Run 1, signal wires on met2:
The bar under the picture is 20 um long.
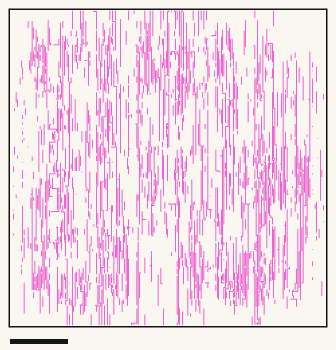
Run 1, the metal 3 layer:
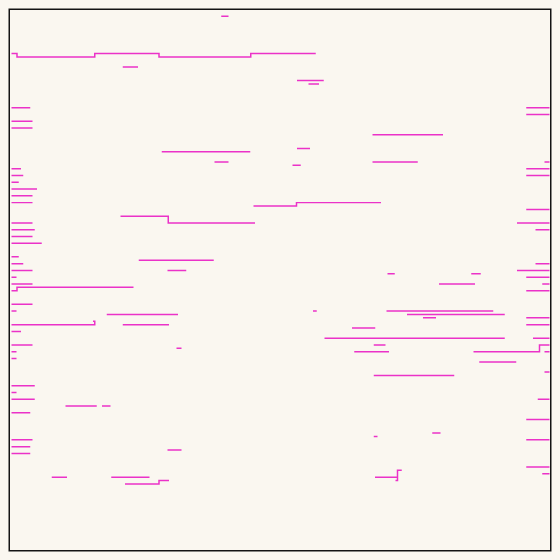
Run 1, PDN straps and rails:
The bar under the picture is 20 um long. Pins as bars on the die edge.
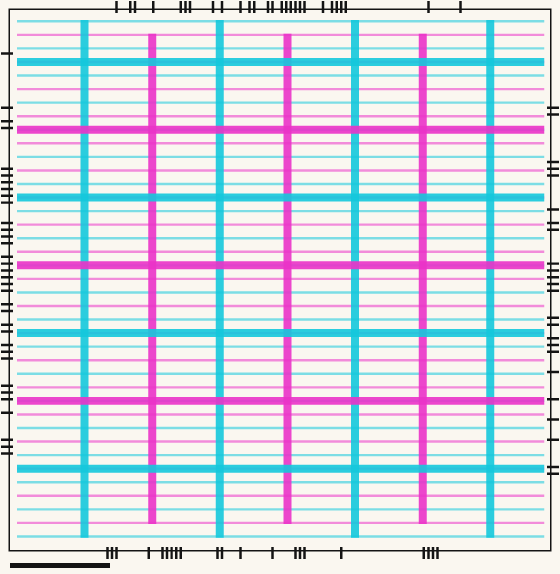
File: config.mk
export PLATFORM = sky130hd
export DESIGN_NAME = serial_alu_seq
export DESIGN_NICKNAME = d
export VERILOG_FILES = /design/src/rtl/serial_alu_pkg.sv /design/src/rtl/serial_alu_bit.sv /design/src/rtl/serial_alu_seq.sv
export SDC_FILE = /design/constraint.sdc
export NUM_CORES = 1
export LEC_CHECK = 0
export CORE_UTILIZATION = 53
export DETAILED_ROUTE_END_ITERATION = 8
export GPL_TIMING_DRIVEN = 0
export PLACE_DENSITY_LB_ADDON = 0.1
export SLEW_MARGIN = 20
export SYNTH_ARGS = -nofsm -noshare
export SYNTH_HDL_FRONTEND = slang
export SYNTH_SLANG_ARGS = --single-unit
File: constraint.sdc
create_clock -name clk -period 5.1 [get_ports clk]
set_input_delay 0.765 -clock clk [delete_from_list [all_inputs] [get_ports clk]]
set_output_delay 0.765 -clock clk [all_outputs]
set_load 0.03 [all_outputs]
File: src/rtl/serial_alu_pkg.sv
// Shared encodings for the bit-serial ALU sequencer: op codes, FSM states and
// the 1-bit slice function select.
package serial_alu_pkg;

    localparam logic [2:0] OP_AND = 3'b000;
    localparam logic [2:0] OP_OR  = 3'b001;
    localparam logic [2:0] OP_ADD = 3'b010;
    localparam logic [2:0] OP_SUB = 3'b110;
    localparam logic [2:0] OP_SLT = 3'b111;

    typedef enum logic [1:0] {
        S_IDLE = 2'd0,
        S_RUN  = 2'd1,
        S_DONE = 2'd2
    } state_t;

    localparam logic [1:0] SL_AND  = 2'b00;
    localparam logic [1:0] SL_OR   = 2'b01;
    localparam logic [1:0] SL_ADD  = 2'b10;
    localparam logic [1:0] SL_LESS = 2'b11;

    // Undefined codes collapse to AND so the slice never sees a stray select.
    function automatic logic [2:0] norm_op(input logic [2:0] op);
        case (op)
            OP_AND, OP_OR, OP_ADD, OP_SUB, OP_SLT: norm_op = op;
            default:                               norm_op = OP_AND;
        endcase
    endfunction

endpackage

File: src/rtl/serial_alu_bit.sv
// Combinational 1-bit ALU slice: and/or/add/less with operand inversion,
// exposing carry out and the raw sum as 'set'.
module serial_alu_bit
    import serial_alu_pkg::*;
(
    input  logic       a,
    input  logic       b,
    input  logic       ainvert,
    input  logic       binvert,
    input  logic       cin,
    input  logic       less,
    input  logic [1:0] op,
    output logic       result,
    output logic       cout,
    output logic       set
);

    logic aa, bb, sum;

    assign aa   = a ^ ainvert;
    assign bb   = b ^ binvert;
    assign sum  = aa ^ bb ^ cin;
    assign cout = (aa & bb) | (aa & cin) | (bb & cin);
    assign set  = sum;

    always_comb begin
        result = 1'b0;
        case (op)
            SL_AND:  result = aa & bb;
            SL_OR:   result = aa | bb;
            SL_ADD:  result = sum;
            default: result = less;
        endcase
    end

endmodule

File: src/rtl/serial_alu_seq.sv
// Bit-serial ALU sequencer: runs one serial_alu_bit over WIDTH cycles, LSB first.
// Optional SERIAL_ALU_OVF_EN adds the ovf port and a signed-correct SLT.
module serial_alu_seq
    import serial_alu_pkg::*;
#(
    parameter  int WIDTH = 32,
    localparam int CNTW  = $clog2(WIDTH)
) (
    input  logic             clk,
    input  logic             reset,
    input  logic             start,
    input  logic [2:0]       op,
    input  logic [WIDTH-1:0] a,
    input  logic [WIDTH-1:0] b,
    output logic             busy,
    output logic             done,
    output logic [WIDTH-1:0] result,
    output logic             cout,
    output logic             zero
`ifdef SERIAL_ALU_OVF_EN
    , output logic           ovf
`endif
);

    state_t           state_q, state_d;
    logic [WIDTH-1:0] a_q, a_d, b_q, b_d, sh_q, sh_d, result_q, result_d;
    logic [2:0]       op_q, op_d, op_n;
    logic [CNTW-1:0]  cnt_q, cnt_d;
    logic             carry_q, carry_d, set_q, set_d, cout_q, cout_d, zero_q, zero_d;
    logic             s_res, s_cout, s_set, last, is_arith, slt_bit;
    logic [WIDTH-1:0] fin;
`ifdef SERIAL_ALU_OVF_EN
    logic             ovf_q, ovf_d, ovf_now;
`endif

    assign op_n     = norm_op(op);
    assign last     = (cnt_q == CNTW'(WIDTH - 1));
    assign is_arith = (op_q == OP_ADD) || (op_q == OP_SUB);

    serial_alu_bit u_bit (
        .a       (a_q[0]),
        .b       (b_q[0]),
        .ainvert (1'b0),
        .binvert (op_q[2]),
        .cin     (carry_q),
        .less    (1'b0),
        .op      (op_q[1:0]),
        .result  (s_res),
        .cout    (s_cout),
        .set     (s_set)
    );

`ifdef SERIAL_ALU_OVF_EN
    // Carry into the MSB slice is the carry flop while bit WIDTH-1 is processed.
    assign ovf_now = carry_q ^ s_cout;
    assign slt_bit = s_set ^ ovf_now;
`else
    assign slt_bit = s_set;
`endif

    assign fin = (op_q == OP_SLT) ? {{(WIDTH-1){1'b0}}, set_q} : sh_q;

    // The DONE cycle presents the freshly assembled result; the held copy
    // covers IDLE and RUN so no partial shift-register value leaks out.
    assign busy   = (state_q != S_IDLE);
    assign done   = (state_q == S_DONE);
    assign result = done ? fin : result_q;
    assign zero   = done ? (fin == '0) : zero_q;
    assign cout   = cout_q;
`ifdef SERIAL_ALU_OVF_EN
    assign ovf    = ovf_q;
`endif

    always_comb begin
        state_d  = state_q;
        a_d      = a_q;
        b_d      = b_q;
        sh_d     = sh_q;
        op_d     = op_q;
        cnt_d    = cnt_q;
        carry_d  = carry_q;
        set_d    = set_q;
        cout_d   = cout_q;
        result_d = result_q;
        zero_d   = zero_q;
`ifdef SERIAL_ALU_OVF_EN
        ovf_d    = ovf_q;
`endif
        case (state_q)
            S_IDLE: begin
                if (start) begin
                    a_d     = a;
                    b_d     = b;
                    op_d    = op_n;
                    cnt_d   = '0;
                    carry_d = op_n[2];
                    state_d = S_RUN;
                end
            end
            S_RUN: begin
                carry_d = s_cout;
                sh_d    = {s_res, sh_q[WIDTH-1:1]};
                a_d     = a_q >> 1;
                b_d     = b_q >> 1;
                if (last) begin
                    set_d   = slt_bit;
                    cout_d  = is_arith ? s_cout : 1'b0;
`ifdef SERIAL_ALU_OVF_EN
                    ovf_d   = is_arith ? ovf_now : 1'b0;
`endif
                    state_d = S_DONE;
                end else begin
                    cnt_d = cnt_q + CNTW'(1);
                end
            end
            S_DONE: begin
                result_d = fin;
                zero_d   = (fin == '0);
                state_d  = S_IDLE;
            end
            default: state_d = S_IDLE;
        endcase
    end

    always_ff @(posedge clk or posedge reset) begin
        if (reset) begin
            state_q  <= S_IDLE;
            a_q      <= '0;
            b_q      <= '0;
            sh_q     <= '0;
            op_q     <= OP_AND;
            cnt_q    <= '0;
            carry_q  <= 1'b0;
            set_q    <= 1'b0;
            cout_q   <= 1'b0;
            result_q <= '0;
            zero_q   <= 1'b0;
`ifdef SERIAL_ALU_OVF_EN
            ovf_q    <= 1'b0;
`endif
        end else begin
            state_q  <= state_d;
            a_q      <= a_d;
            b_q      <= b_d;
            sh_q     <= sh_d;
            op_q     <= op_d;
            cnt_q    <= cnt_d;
            carry_q  <= carry_d;
            set_q    <= set_d;
            cout_q   <= cout_d;
            result_q <= result_d;
            zero_q   <= zero_d;
`ifdef SERIAL_ALU_OVF_EN
            ovf_q    <= ovf_d;
`endif
        end
    end

endmodule
==> flow_summary_export.csv, run 1 <==
group,metric,value,unit
placed_design,dp.cells,885,
critical_path,cp_cell_sequence,"nor4_1, nand4_1, o21a_1, a21oi_1, clkdlybuf4s50_1",
power,power.share.combinational,0.327,
cells_and_area,fin_cells,914,
cells_and_area,final_core_util,0.710,
clocking,numCtsBuffers,17,
floorplanning,die_w,108,um
critical_path,worst_ep_arrival_time,2.53,ns
logic_synthesis,yosys.area.top_type,"dfrtp_1",
clocking,cts_resized,0,
power,powerDensity,558,mW/mm2
global_route,antenna_found_initial,0,
logic_synthesis,ys_area,0.00599,mm2
logic_synthesis,topCellsByArea,"dfrtp_1 (59%), nand2_1 (15%), a31oi_1 (6.4%)",
cells_and_area,antenna_cells,0,
floorplanning,num_io_pins,106,
power,seqPwrFrac,0.422,
global_route,grt_pass1_vias,4799,
final_timing,rsz0062_at_grt,"false",
final_timing,holdWs,0.478,ns
cells_and_area,comb_share,0.278,
floorplanning,die-area,0.0117,mm2
final_timing,fin_crit_sh,0.646,
placed_design,place.port_buffers,105,
final_timing,min_period,3.30,ns
logic_synthesis,syn_nets,714,
power,clkPwrFrac,0.251,
clocking,cts_root_buf,"clkbuf_16",
power,design_power_total,0.00433,W
final_timing,worst_pin_slew,0.538,ns
job,openroad.warnings,30,
cells_and_area,final_cell_mix,"nand2_1 (233), dfrtp_1 (142), clkdlybuf4s50_1 (105)",
status,status,"completed",
global_route,grt_pass1_wl,22200,um
floorplanning,num_rows,38,
critical_path,crit_start,"sh_q[29]",
placed_design,place_hpwl,9350,um
logic_synthesis,netlist_area,0.00599,mm2
logic_synthesis,synth_async_sr_flop_share,1.00,
logic_synthesis,yosys_cells,639,
min_path,hold_path_class,"reg2reg",
power,p_leak,3.67,nW
global_route,grt.met1_usage,0.308,
critical_path,path_buffers,1,
cells_and_area,buffer_area_frac,0.170,
final_timing,relSlewSlack,0.641,
final_timing,fin_ws,1.80,ns
clocking,post_cts_buffers,0,
placed_design,gp_congestion,0.801,
drt,dr_wl_met2,6830,um
cells_and_area,layout.area.comb,0.00216,mm2
cells_and_area,syn_to_final_growth,29.6,%
logic_synthesis,ys_warn_count,0,
drt,drc,0,
drt,drt_iter0_drc,246,
min_path,holdPathStages,2,
final_timing,hold_viol,0,
critical_path,required,4.34,ns
cells_and_area,inv_count,9,
logic_synthesis,synth_top_cell_by_count,"nand2_1",
critical_path,reg2reg_from,"cnt_q[0]",
final_timing,finalSetupTns,0,ns
cells_and_area,ff_count,142,
clocking,holdBufCountCts,0,
cells_and_area,nets,839,
logic_synthesis,syn_area_per_cell,9.38,um2
clocking,cts_buffer_depth,2,
cells_and_area,logic_gate_count,444,
placed_design,pre_cts_ws,2.28,ns
logic_synthesis,numSynthFlops,142,
critical_path,crit_fanout,4,
drt,final_antenna_net_count,0,
critical_path,cp.depth,5,
drt,via_per_inst,5.37,
global_route,grt_max_degree,110,
cells_and_area,seq_share,0.457,
global_route,overflow,0,
cells_and_area,stdcell_area,0.00777,mm2
logic_synthesis,syn_inst,639,
critical_path,r2r-end,"cnt_q[0]",
global_route,grt.total_usage,0.249,
logic_synthesis,edf_count,0,
critical_path,crit_path_max_incr_delay,0.70,ns
critical_path,crit_type,"reg2out",
cells_and_area,nClkBuffers,28,
cells_and_area,largest_class,"flip-flops and latches",
critical_path,cp_top_family,"buffers and inverters",
clocking,h-tree-depth,4,
logic_synthesis,ys_types,33,
floorplanning,fp_util,0.548,
critical_path,ff2ff_setup_slack,3.23,ns
floorplanning,nWellTaps,140,
critical_path,crit_path_end_kind,"output port",
cells_and_area,nNonClkBuffers,150,
global_route,top_usage_layer,"met2",
logic_synthesis,synth_seq_share,0.593,
job,drv_cap,0,
final_timing,fin_worst_skew,0.00520,ns
clocking,cts_tree,"built",
critical_path,r2r_cells,6,
logic_synthesis,netlist.area_leader.share,0.593,
clocking,clkTransAtPathRegs,0.06,ns
critical_path,timing.critical_path.to,"zero",
final_timing,slew_viol_final,0,
min_path,hold_path_end,"set_q",
drt,route.met3.wl,610,um
floorplanning,die_h,108,um
cells_and_area,lay_top_count,"nand2_1",
final_timing,final-setup-viol-count,0,
cells_and_area,clkCellAreaFrac,0.0659,
logic_synthesis,ff_type,"dfrtp_1",
drt,wl_per_cell,14.8,um
drt,highest_layer,"met4",
cells_and_area,n_fill_cell,893,
cells_and_area,drive_above_1_share,0.0749,
drt,wl_met1,5840,um
critical_path,cp_slowest_cell,"clkdlybuf4s50_1",
power,swShare,0.358,
## Picture notes: 'signal wires on met2'
wire length on this layer: 6830 um
nets with wire on the layer: 698
vias post-DR: 4909
GR Layer Usage met2: 0.412
Total Routed Length: 13500 um

## Picture notes: 'the metal 3 layer'
wire length on this layer: 611 um
share of all routed wire: 4.5%
nets with wire on the layer: 79
main direction: horizontal
GR Util met3: 0.0639

## Picture notes: 'PDN straps and rails'
legend:
  magenta:
    net: VDD
  cyan:
    net: VSS
met5 straps: 7
signal pins: 106

==> run 1: power by group through the flow <==
stage                     logic [W]  clock network [W]  registers, W
final                       0.00142            0.00109       0.00183
after global routing        0.00160            0.00116       0.00188
after CTS                   0.00143            0.00110       0.00183
after detailed placement    0.00142                  0       0.00184
after global placement      0.00134                  0       0.00182
after floorplan             0.00104                  0       0.00176
==> run 1: cell families after synthesis <==
group / Yosys count / share of synthesized area
AND/OR/NAND/NOR: 322 / 0.211
flip-flops: 142 / 0.593
AND-OR/OR-AND: 111 / 0.128
buffers and inverters: 53 / 0.0465
adder cells (fa/ha/maj): 5 / 0.0117
XOR/XNOR: 4 / 0.00584
multiplexers: 2 / 0.00355
Run 1, routed metal, one colour a layer:
The bar under the picture is 20 um long. Two of the layers only.
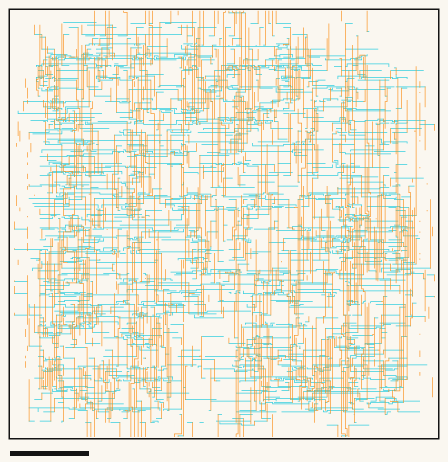

--- run 2 (diff from run 1) ---
--- a/config.mk
+++ b/config.mk
@@ -5,7 +5,7 @@
 export SDC_FILE = /design/constraint.sdc
 export NUM_CORES = 1
 export LEC_CHECK = 0
-export CORE_UTILIZATION = 53
+export CORE_UTILIZATION = 47
 export DETAILED_ROUTE_END_ITERATION = 8
 export GPL_TIMING_DRIVEN = 0
 export PLACE_DENSITY_LB_ADDON = 0.1
==> constraint.sdc (replaced) <==
create_clock -name clk -period 2.9 [get_ports clk]
set_input_delay 0.435 -clock clk [delete_from_list [all_inputs] [get_ports clk]]
set_output_delay 0.435 -clock clk [all_outputs]
set_load 0.03 [all_outputs]
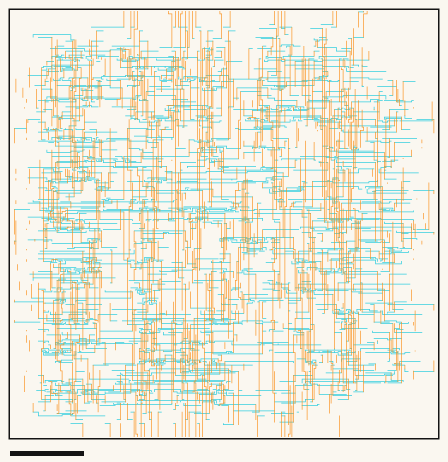
Run 2: routed metal, one colour a layer
The bar under the picture is 20 um long. Two of the layers only.
legend:
  cyan:
    layer: M1
    wire_length: 5960 um
  orange:
    layer: M2
    wire_length: 6540 um

==> run 2 against run 1 <==
Synthesized area unchanged. Non-clock buffer count rose by 3. Critical path depth increased by 2. Combinational power rose by 74%. Via count fell by 1.2%. Final cell count grew 3.6%. Clock-buffer cell count shrank 4. Critical endpoint is now result[31]. Largest power group unchanged. Highest routed layer unchanged.
==> flow_summary_export.csv, run 2 <==
group,metric,value,unit
logic_synthesis,mux_area_frac,0.00355,
placed_design,place_hpwl,9460,um
clocking,post_cts_buffers,0,
critical_path,crit_fanout,6,
final_timing,fin_ws,0.166,ns
drt,wl_per_cell,14.1,um
final_timing,slew_viol_final,0,
cells_and_area,final_core_util,0.649,
cells_and_area,clkCellAreaFrac,0.0687,
global_route,grt.total_usage,0.222,
logic_synthesis,numSynthFlops,142,
final_timing,worst_pin_slew,0.627,ns
logic_synthesis,netlist_area,0.00599,mm2
logic_synthesis,ys_sh_adder,0.0117,
cells_and_area,syn_to_final_growth,32.2,%
logic_synthesis,yosys_cells,639,
logic_synthesis,synth_seq_share,0.593,
logic_synthesis,yosys.area.top_type,"dfrtp_1",
critical_path,crit_path_end_kind,"output port",
clocking,cts_tree,"built",
clocking,clkTransAtPathRegs,0.06,ns
cells_and_area,ff_count,142,
power,comb-power,0.00247,W
final_timing,final-setup-viol-count,0,
critical_path,cp_slowest_cell,"clkdlybuf4s50_1",
placed_design,dp.cells,916,
critical_path,crit_path_max_incr_delay,0.67,ns
final_timing,rsz0062_at_grt,"false",
cells_and_area,stdcell_area,0.00793,mm2
logic_synthesis,edf_count,0,
critical_path,path_buffers,4,
global_route,grt_pass1_vias,4848,
cells_and_area,largest_class,"flip-flops and latches",
critical_path,worst_ep_arrival_time,2.30,ns
cells_and_area,nNonClkBuffers,153,
drt,drt_iter0_drc,293,
logic_synthesis,synth_top_cell_by_count,"nand2_1",
final_timing,fin_crit_sh,0.943,
floorplanning,num_io_pins,106,
logic_synthesis,logic_family,"simple AND/OR/NAND/NOR gates",
logic_synthesis,ys_types,33,
status,status,"completed",
cells_and_area,inv_count,9,
global_route,grt_max_degree,35,
critical_path,cp_cell_sequence,"nand2b_1, buf_4, inv_2, and2_4, buf_6, a22o_1, clkdlybuf4s50_1",
cells_and_area,lay_top_count,"nand2_1",
cells_and_area,logic_gate_count,444,
logic_synthesis,simple_gate_area_frac,0.211,
logic_synthesis,syn_inst,639,
power,clkPwrFrac,0.259,
clocking,numCtsBuffers,17,
logic_synthesis,ff_type,"dfrtp_1",
cells_and_area,antenna_cells,0,
cells_and_area,drive_above_1_share,0.0860,
critical_path,r2r-end,"cnt_q[0]",
critical_path,crit_type,"reg2out",
power,seqPwrFrac,0.419,
floorplanning,fp_util,0.491,
cells_and_area,nClkBuffers,24,
clocking,holdBufCountCts,0,
logic_synthesis,synth_async_sr_flop_share,1.00,
final_timing,fin_worst_skew,0.00952,ns
logic_synthesis,syn_area_per_cell,9.38,um2
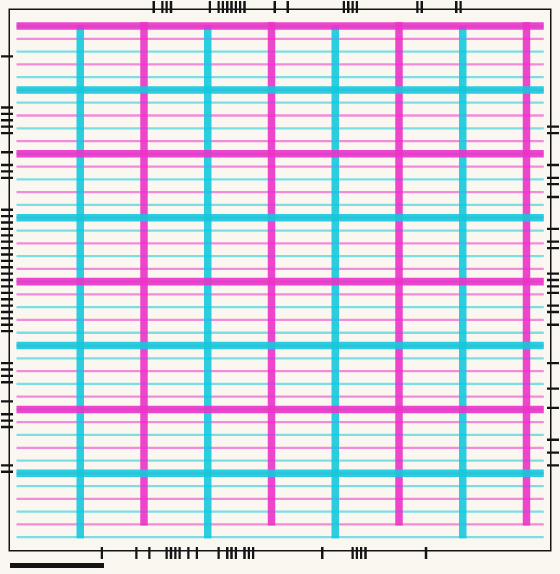
Run 2: PDN straps and rails
The bar under the picture is 20 um long. Pins as bars on the die edge.
legend:
  cyan:
    net: VSS
  magenta:
    net: VDD
met4 straps: 8
rows: 40
Core ar.: 0.0122 mm2
die span in y: 115 um
peak supply drop: 0.439 mV
Die W: 115 um

-- run 2: cell types whose count changed in the layout (fill, tap and decap cells not counted), moves of 2 or more --
cell,delta
clkinv_2,+4
buf_12,+3
dlymetal6s2s_1,+19
clkdlybuf4s50_1,-31
dlygate4sd2_1,+12
clkbuf_1,-4
clkinvlp_4,+2
-- run 2: metal layers --
metal,share of wire,track usage
met2,0.49,0.371
met5,0,0
met1,0.45,0.277
met4,0.011,0.0797
met3,0.052,0.0617
-- run 2: worst max path at each step --
stage                     from         end  slack, ns  cells after the start
finish              state_q[0]  result[31]       0.17                      7
floorplan                reset      a_q[0]       0.69                      1
global route          sh_q[10]        zero       0.03                      5
detailed placement    sh_q[10]        zero       0.37                      5
CTS                 state_q[0]   result[5]      0.002                      8
global placement         reset     b_q[17]      -0.47                      2
Run 2, the metal 3 layer:
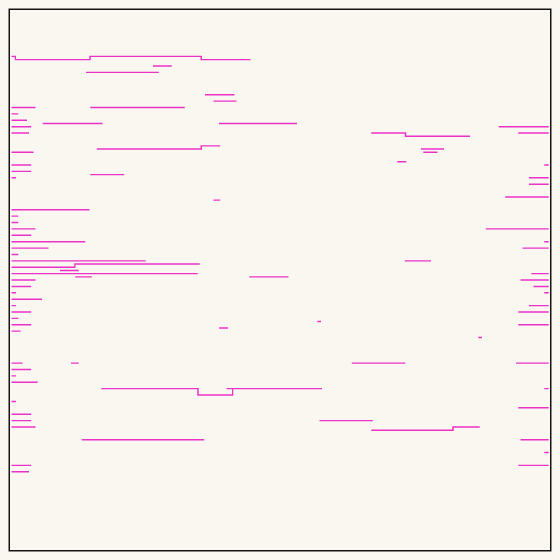

--- run 3 (diff from run 2) ---
--- a/config.mk
+++ b/config.mk
@@ -5,7 +5,9 @@
 export SDC_FILE = /design/constraint.sdc
 export NUM_CORES = 1
 export LEC_CHECK = 0
-export CORE_UTILIZATION = 47
+export CELL_PAD_IN_SITES_DETAIL_PLACEMENT = 1
+export CELL_PAD_IN_SITES_GLOBAL_PLACEMENT = 1
+export CORE_UTILIZATION = 36
 export DETAILED_ROUTE_END_ITERATION = 8
 export GPL_TIMING_DRIVEN = 0
 export PLACE_DENSITY_LB_ADDON = 0.1
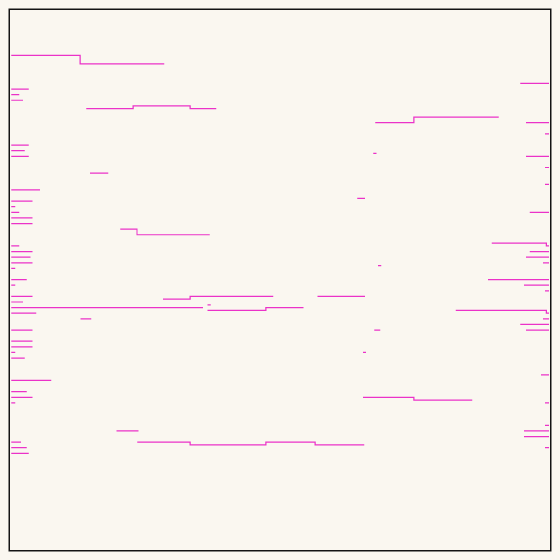
Run 3: the metal 3 layer
nets with wire on the layer: 64
longest straight run: 46.2 um
share of all routed wire: 3.6%
main direction: horizontal
Total Routed Length: 16000 um
GR Util met3: 0.0558

==> run 3 against run 2 <==
Routed wire length increased by 20%. Utilization down 15 points. Sequential share of layout area decreased by 0.33 points. Fmax decreased by 0.48%. Die size is 30% higher. Final cell count is 5.1% higher. Synthesized area unchanged. Register-to-register slack got worse by 0.05 ns. Critical endpoint is now zero. Largest cell class unchanged. Largest power group unchanged. Highest routed layer unchanged.
==> flow_summary_export.csv, run 3 <==
group,metric,value,unit
floorplanning,core,0.0161,mm2
cells_and_area,stdcell_area,0.00798,mm2
cells_and_area,nets,842,
power,net-switching-power,0.00287,W
global_route,top_usage_layer,"met2",
cells_and_area,n_fill_cell,1818,
placed_design,gp_congestion,0.757,
clocking,cts_buffer_depth,2,
power,swShare,0.357,
logic_synthesis,syn_nets,714,
final_timing,clock.fmax,364,MHz
placed_design,place.port_buffers,105,
global_route,grt.total_usage,0.210,
global_route,met2_usage,0.373,
logic_synthesis,ys_sh_xor,0.00584,
cells_and_area,fin_cells,995,
critical_path,cp_cell_sequence,"nor4_1, nand4_1, o21a_1, a21oi_1, dlygate4sd2_1",
power,pg_clk,0.00226,W
critical_path,required,2.47,ns
floorplanning,die_h,131,um
logic_synthesis,topCellsByArea,"dfrtp_1 (59%), nand2_1 (15%), a31oi_1 (6.4%)",
logic_synthesis,edf_count,0,
critical_path,worst_ep_arrival_time,2.31,ns
drt,wl_met1,6950,um
placed_design,pre_cts_ws,0.303,ns
final_timing,slew_viol_final,0,
logic_synthesis,numSynthFlops,142,
logic_synthesis,ff_type,"dfrtp_1",
clocking,h-tree-depth,4,
critical_path,crit_fanout,4,
final_timing,worst_pin_slew,0.723,ns
final_timing,fin_worst_skew,0.00539,ns
global_route,grt.met1_usage,0.246,
global_route,grt_pass1_wl,27200,um
clocking,clk_latency,0.42,ns
placed_design,place_hpwl,11500,um
floorplanning,num_rows,46,
power,clkPwrFrac,0.282,
global_route,antenna_found_initial,0,
drt,highest_layer,"met4",
critical_path,crit_path_end_kind,"output port",
final_timing,finalSetupTns,0,ns
final_timing,rsz0062_at_grt,"false",
logic_synthesis,netlist.area_leader.share,0.593,
cells_and_area,layout.area.comb,0.00216,mm2
logic_synthesis,ys_types,33,
final_timing,fin_ws,0.153,ns
clocking,post_cts_buffers,0,
logic_synthesis,synth_async_sr_flop_share,1.00,
global_route,grt_max_degree,34,
status,status,"completed",
logic_synthesis,simple_gate_area_frac,0.211,
logic_synthesis,synth_seq_share,0.593,
cells_and_area,seqCellArea,0.00355,mm2
critical_path,cp_slowest_cell,"dlygate4sd2_1",
clocking,cts_tree,"built",
drt,wl_per_cell,16.1,um
job,openroad.warnings,28,
clocking,holdBufCountCts,0,
final_timing,relSlewSlack,0.517,
floorplanning,die_w,131,um
placed_design,dp.cells,964,
floorplanning,num_io_pins,106,
clocking,clkTransAtPathRegs,0.06,ns
power,p_leak,3.92,nW
cells_and_area,final_cell_mix,"nand2_1 (233), dfrtp_1 (142), clkdlybuf4s50_1 (73)",
drt,route.met3.wl,575,um
critical_path,path_buffers,1,
logic_synthesis,netlist_area,0.00599,mm2
critical_path,crit_type,"reg2out",
logic_synthesis,ys_sh_adder,0.0117,
logic_synthesis,mux_area_frac,0.00355,
cells_and_area,lay_top_count,"nand2_1",
clocking,cts_sinks,142,
drt,vias,4967,
logic_synthesis,syn_area_per_cell,9.38,um2
power,power.share.combinational,0.316,
logic_synthesis,yosys.area.top_type,"dfrtp_1",
final_timing,final-setup-viol-count,0,
power,powerDensity,1010,mW/mm2
logic_synthesis,ys_area,0.00599,mm2
global_route,grt_pass1_vias,5460,
drt,dr_wl_met2,8360,um
job,drv_cap,0,
cells_and_area,antenna_cells,0,
clocking,cts_resized,32,
critical_path,cp_top_family,"simple AND/OR/NAND/NOR gates",
cells_and_area,drive_above_1_share,0.0886,
drt,final_antenna_net_count,0,
critical_path,crit_path_max_incr_delay,0.44,ns
drt,drt_iter0_drc,243,
logic_synthesis,ys_warn_count,0,
floorplanning,fp_util,0.373,
logic_synthesis,synth_top_cell_by_count,"nand2_1",
cells_and_area,final_core_util,0.497,
final_timing,hold_viol,0,
power,comb-power,0.00253,W
cells_and_area,syn_to_final_growth,33.2,%
clocking,numCtsBuffers,17,
drt,via_per_inst,4.99,
power,seqPwrFrac,0.403,
logic_synthesis,yosys_cells,639,
logic_synthesis,logic_family,"simple AND/OR/NAND/NOR gates",
logic_synthesis,syn_inst,639,
power,worst_ir_drop_vdd,0.520,mV
final_timing,fin_crit_sh,0.947,
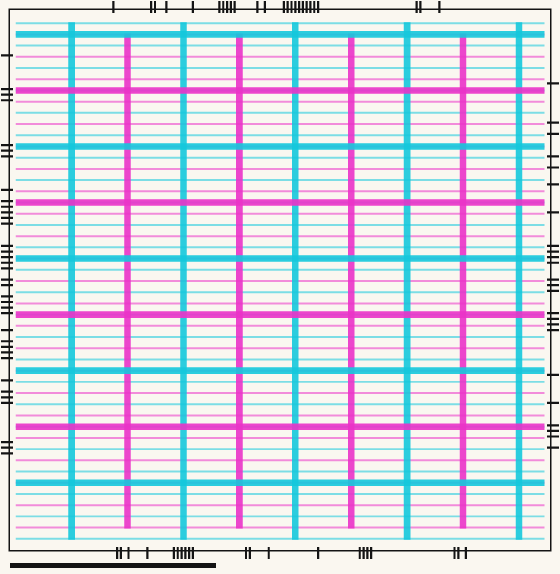
Run 3: PDN straps and rails
The bar under the picture is 50 um long. Pins as bars on the die edge.
legend:
  magenta:
    net: VDD
  cyan:
    net: VSS
met4 straps: 9
met5 straps: 9
met1 rails: 47
signal pins: 106

run 3: area by class of cell:
type,count,share of cell area
buffer,44,0.0310
sequential,142,0.445
timing repair buffer,109,0.138
tap,216,0.0339
multi-input combinational,444,0.271
inverter,9,0.00470
clock buffer,25,0.0633
clock inverter,6,0.0132
run 3: final timing paths:
| check | startpoint | endpoint | slack [ns] | cells after the start |
|---|---|---|---|---|
| setup / recovery | sh_q[8] | zero | 0.15 | 5 |
| hold / removal | reset | result_q[3] | 0.48 | 2 |
| setup reg to reg | cnt_q[0] | cnt_q[0] | 0.96 | 6 |
| hold reg to reg | cout | cout | 0.49 | 2 |
| max in group asynchronous | reset | sh_q[14] | 1.59 | 4 |
| min in group clk | cout | cout | 0.49 | 2 |
Power and IR drop assume default switching activity.
